--- src/rtl/pipe_stage_seq_argmax.sv ---
// Stage sequencer with per-lane fp16 running argmax and threshold result stage.
// Latency: argmax update and threshold result both land 1 cycle after an accepted input.
// Backpressure: stall_i freezes the step counter and blocks input acceptance; start_i always wins in IDLE/DONE.
module pipe_stage_seq_argmax #(
    parameter int                WIDTH        = 16,
    parameter int                LANES        = 2,
    parameter int                NSTAGE       = 8,
    parameter int                STEP_W       = 16,
    parameter int                ID_W         = 16,
    parameter int                NULL_ID      = 4096,
    parameter int                ARGMAX_STAGE = 5,
    parameter int                THRESH_STAGE = 6,
    parameter logic [15:0]       THRESH       = 16'h3BD7,
    parameter logic [NSTAGE-1:0] MODE_MASK    = 8'hFD
) (
    input  logic                          CLK_i,
    input  logic                          RST_i,
    input  logic                          start_i,
    input  logic                          stall_i,
    input  logic [(NSTAGE-1)*STEP_W-1:0]  stage_boundary_i,
    input  logic                          in_valid_i,
    input  logic [LANES*WIDTH-1:0]        score_i,
    input  logic [LANES*ID_W-1:0]         pos_i,
    output logic [$clog2(NSTAGE)-1:0]     stage_o,
    output logic [STEP_W-1:0]             step_o,
    output logic                          busy_o,
    output logic                          finished_o,
    output logic                          mode_o,
    output logic [LANES*WIDTH-1:0]        max_score_o,
    output logic [LANES*ID_W-1:0]         max_id_o,
    output logic                          result_valid_o,
    output logic [LANES-1:0]              hit_o,
    output logic [LANES*ID_W-1:0]         center_id_o,
    output logic [LANES*WIDTH-1:0]        dnorm_o
);

    localparam int               SW         = $clog2(NSTAGE);
    localparam logic [SW-1:0]    LAST_STAGE = SW'(NSTAGE - 1);
    localparam logic [SW-1:0]    ARG_STAGE  = SW'(ARGMAX_STAGE);
    localparam logic [SW-1:0]    THR_STAGE  = SW'(THRESH_STAGE);
    localparam logic [WIDTH-1:0] NEG_INF    = 16'hFC00;
    localparam logic [WIDTH-1:0] ONE_FP     = 16'h3C00;
    localparam logic [ID_W-1:0]  NULL_V     = ID_W'(NULL_ID);

    typedef enum logic [1:0] {IDLE, RUN, DONE} state_t;

    state_t state, state_nxt;
    logic   clr;
    logic   accept;
    logic   acc_arg;
    logic   acc_thr;

    // fp16 strict greater-than over the total order; NaN never wins, signed zeros tie
    function automatic logic fp_gt(input logic [15:0] a, input logic [15:0] b);
        logic        nan_a, nan_b, both_zero;
        logic [15:0] ka, kb;
        nan_a     = (a[14:10] == 5'h1F) && (a[9:0] != 10'd0);
        nan_b     = (b[14:10] == 5'h1F) && (b[9:0] != 10'd0);
        both_zero = (a[14:0] == 15'd0) && (b[14:0] == 15'd0);
        ka        = a[15] ? ~a : (a | 16'h8000);
        kb        = b[15] ? ~b : (b | 16'h8000);
        return !nan_a && !nan_b && !both_zero && (ka > kb);
    endfunction

    // Stage is the count of boundaries strictly below the current step
    always_comb begin
        stage_o = '0;
        for (int k = 0; k < NSTAGE - 1; k++) begin
            if (step_o > stage_boundary_i[k*STEP_W +: STEP_W]) begin
                stage_o = stage_o + SW'(1);
            end
        end
    end

    // FSM state register
    always_ff @(posedge CLK_i) begin
        if (RST_i) begin
            state <= IDLE;
        end else begin
            state <= state_nxt;
        end
    end

    // FSM next-state: start launches a run, reaching the last stage ends it
    always_comb begin
        state_nxt = state;
        case (state)
            IDLE:    if (start_i) state_nxt = RUN;
            RUN:     if (stage_o == LAST_STAGE) state_nxt = DONE;
            DONE:    if (start_i) state_nxt = RUN;
            default: state_nxt = IDLE;
        endcase
    end

    // FSM outputs and input-acceptance qualifiers
    always_comb begin
        busy_o     = (state == RUN);
        finished_o = (state == DONE);
        mode_o     = MODE_MASK[stage_o];
        clr        = start_i && (state != RUN);
        accept     = (state == RUN) && in_valid_i && !stall_i;
        acc_arg    = accept && (stage_o == ARG_STAGE);
        acc_thr    = accept && (stage_o == THR_STAGE);
    end

    // Step counter: saturating, held on stall and on the edge that enters DONE
    always_ff @(posedge CLK_i) begin
        if (RST_i || clr) begin
            step_o <= '0;
        end else if ((state == RUN) && !stall_i && (stage_o != LAST_STAGE) && (step_o != '1)) begin
            step_o <= step_o + STEP_W'(1);
        end
    end

    // Per-lane running argmax; strict compare keeps the earliest position on ties
    always_ff @(posedge CLK_i) begin
        if (RST_i || clr) begin
            for (int l = 0; l < LANES; l++) begin
                max_score_o[l*WIDTH +: WIDTH] <= NEG_INF;
                max_id_o[l*ID_W +: ID_W]      <= NULL_V;
            end
        end else if (acc_arg) begin
            for (int l = 0; l < LANES; l++) begin
                if (fp_gt(score_i[l*WIDTH +: WIDTH], max_score_o[l*WIDTH +: WIDTH])) begin
                    max_score_o[l*WIDTH +: WIDTH] <= score_i[l*WIDTH +: WIDTH];
                    max_id_o[l*ID_W +: ID_W]      <= pos_i[l*ID_W +: ID_W];
                end
            end
        end
    end

    // Threshold result: one-cycle valid pulse, data held until the next pulse
    always_ff @(posedge CLK_i) begin
        if (RST_i) begin
            result_valid_o <= 1'b0;
            hit_o          <= '0;
            for (int l = 0; l < LANES; l++) begin
                center_id_o[l*ID_W +: ID_W] <= NULL_V;
                dnorm_o[l*WIDTH +: WIDTH]   <= ONE_FP;
            end
        end else begin
            result_valid_o <= acc_thr;
            if (acc_thr) begin
                for (int l = 0; l < LANES; l++) begin
                    if (fp_gt(score_i[l*WIDTH +: WIDTH], THRESH)) begin
                        hit_o[l]                    <= 1'b1;
                        center_id_o[l*ID_W +: ID_W] <= max_id_o[l*ID_W +: ID_W];
                        dnorm_o[l*WIDTH +: WIDTH]   <= score_i[l*WIDTH +: WIDTH];
                    end else begin
                        hit_o[l]                    <= 1'b0;
                        center_id_o[l*ID_W +: ID_W] <= NULL_V;
                        dnorm_o[l*WIDTH +: WIDTH]   <= ONE_FP;
                    end
                end
            end
        end
    end

endmodule
--- config.mk ---
export PLATFORM = sky130hd
export DESIGN_NAME = pipe_stage_seq_argmax
export DESIGN_NICKNAME = d
export VERILOG_FILES = /design/src/rtl/pipe_stage_seq_argmax.sv
export SDC_FILE = /design/constraint.sdc
export NUM_CORES = 1
export LEC_CHECK = 0
export CAP_MARGIN = 20
export CORE_ASPECT_RATIO = 1.4
export CORE_MARGIN = 2
export CORE_UTILIZATION = 48
export CTS_CLUSTER_SIZE = 8
export DETAILED_ROUTE_END_ITERATION = 8
export GPL_ROUTABILITY_DRIVEN = 0
export GPL_TIMING_DRIVEN = 0
export PLACE_DENSITY = 0.82
export SLEW_MARGIN = 30
export SYNTH_ARGS = -nofsm -noshare
export SYNTH_HDL_FRONTEND = slang
export SYNTH_SLANG_ARGS = --single-unit
--- constraint.sdc ---
create_clock -name CLK_i -period 8.7 [get_ports CLK_i]
set_input_delay 1.74 -clock CLK_i [delete_from_list [all_inputs] [get_ports CLK_i]]
set_output_delay 1.74 -clock CLK_i [all_outputs]
set_load 0.005 [all_outputs]
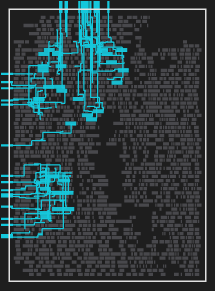
port_trees.png
(1.5 px per um)
| color | port | bits | direction | edge | end cells | buffers | wire |
|---|---|---|---|---|---|---|---|
| cyan | max_score_o | 32 | output | 16 top, 16 left | 32 | 32 | 2,270 um |
number of port buffers: 330
io pins: 334

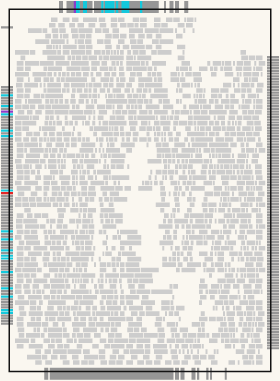
pinout.png
(2 px per um) Pins as bars across the die edge, other pins in gray.
| color | port | pins | direction | edge |
|---|---|---|---|---|
| red | start_i | 1 | input | left |
| cyan | max_score_o | 32 | output | 16 top, 16 left |
| purple | hit_o | 2 | output | 1 top, 1 left |
all pins by edge: 108 right, 89 left, 79 bottom, 58 top
die span in y: 180 um
die width: 130 um

==> flow_summary.toml <==
# generated from flow reports
[sta]
rsz0062_at_grt = "true"
finalMaxSlewViolations = 0
max_freq_mhz = 118
fin_tns_setup_ns = 0
worstMarginPinSlew_ns = 0.848

[synthesis]
syn_inst = 1248
ys_top_logic_family = "AND-OR/OR-AND gates"
ys_sh_mux = 0.00728
ys_sh_simple = 0.159
synth_top_area_share = 0.280
avgSynthCellArea_sq_um = 8.54
yosys-top-cells-area = "dfxtp_1, ha_1, a21oi_1, nand4_1, inv_1"
synth_flops = 149
ys_warn_count = 0
yosys.stat.seqShare = 0.280

[critical_path]
crit_arrival_ns = 6.77
r2r-end = "dnorm_o[0]"
endpoint_kind = "output port"

[cells_and_area]
fin_cells = 1917
layout.cells.most_common = "clkdlybuf4s50_1"
nClkBuffers = 18
sh_seq_area = 0.197
nonClkBufAreaFrac = 0.244
dominant_cells = "combinational gates"
lay_top_cells = "clkdlybuf4s50_1, ha_1, dfxtp_1"
fin_nets = 1941
logic_gate_count = 887

[floorplan]
core_sq_um = 21900

[placed_design]
dp_cells = 1875

[power_and_ir_drop]
p_leak_nw = 6.32
pwr-share-seq = 0.392
p_total_w = 0.00174
powerComb_w = 0.000257
sequentialPower_w = 0.000683
p_int_w = 0.00130
power_switching_w = 0.000446
top_power_group = "clock"
power_clock_w = 0.000802

[global_route]
grt_pass1_vias = 11600
grt_max_degree = 20
grt_util_all_layers = 0.318

[detailed_routing]
vias_per_cell = 6.03
wl_met2_mm = 19.4
drc_errors = 0
wl_met1_mm = 14.1
top_layer_used = "met4"
wirelength_mm = 39.0

[status]
status = "complete, no violations"

[min_path]
whs_path_depth = 1

[cts]
cts_resized = 23
clock_latency_ns = 0.43
cts_setup_buffers = 8

[flow_run]
drv_cap = 0
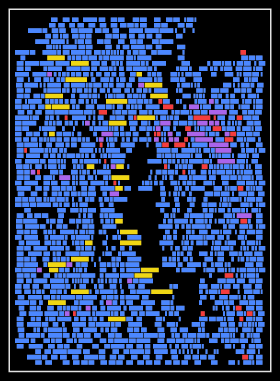
sizing.png
(2 px per um)
| color | size | cells | most used |
|---|---|---|---|
| blue | x1 and smaller | 1,518 | clkdlybuf4s50_1 |
| red | x2 | 36 | buf_2 |
| yellow | x6 and larger | 30 | clkbuf_16 |
| purple | x3 and x4 | 34 | buf_4 |
post-route cell area: 15,200 sq um
Non-clk bufs: 411
Final WS setup: 0.191 ns

## layer usage
metal,vias up,GRT usage
met3,134,0.0629
met5,-,0
met1,5428,0.339
met4,0,0.201
li1,5380,-
met2,613,0.562
## worst register-to-register path: cells and delay by family, from the launching register on
family | cells | cell delay, ns
AND-OR/OR-AND | 10 | 1.89
adder cells (fa/ha/maj) | 6 | 1.56
AND/OR/NAND/NOR | 7 | 0.98
buffers and inverters | 5 | 0.75
flip-flops | 1 | 0.71
multiplexers | 2 | 0.55
XOR/XNOR | 2 | 0.29
## registers in the layout (all words and copies together) (netlist names)
register        flops
state               2
step_o             16
hit_o               2
max_score_o        32
center_id_o        32
dnorm_o            32
result_valid_o      1
max_id_o           32
No activity file was given, so power comes from the tool's default toggle rates.
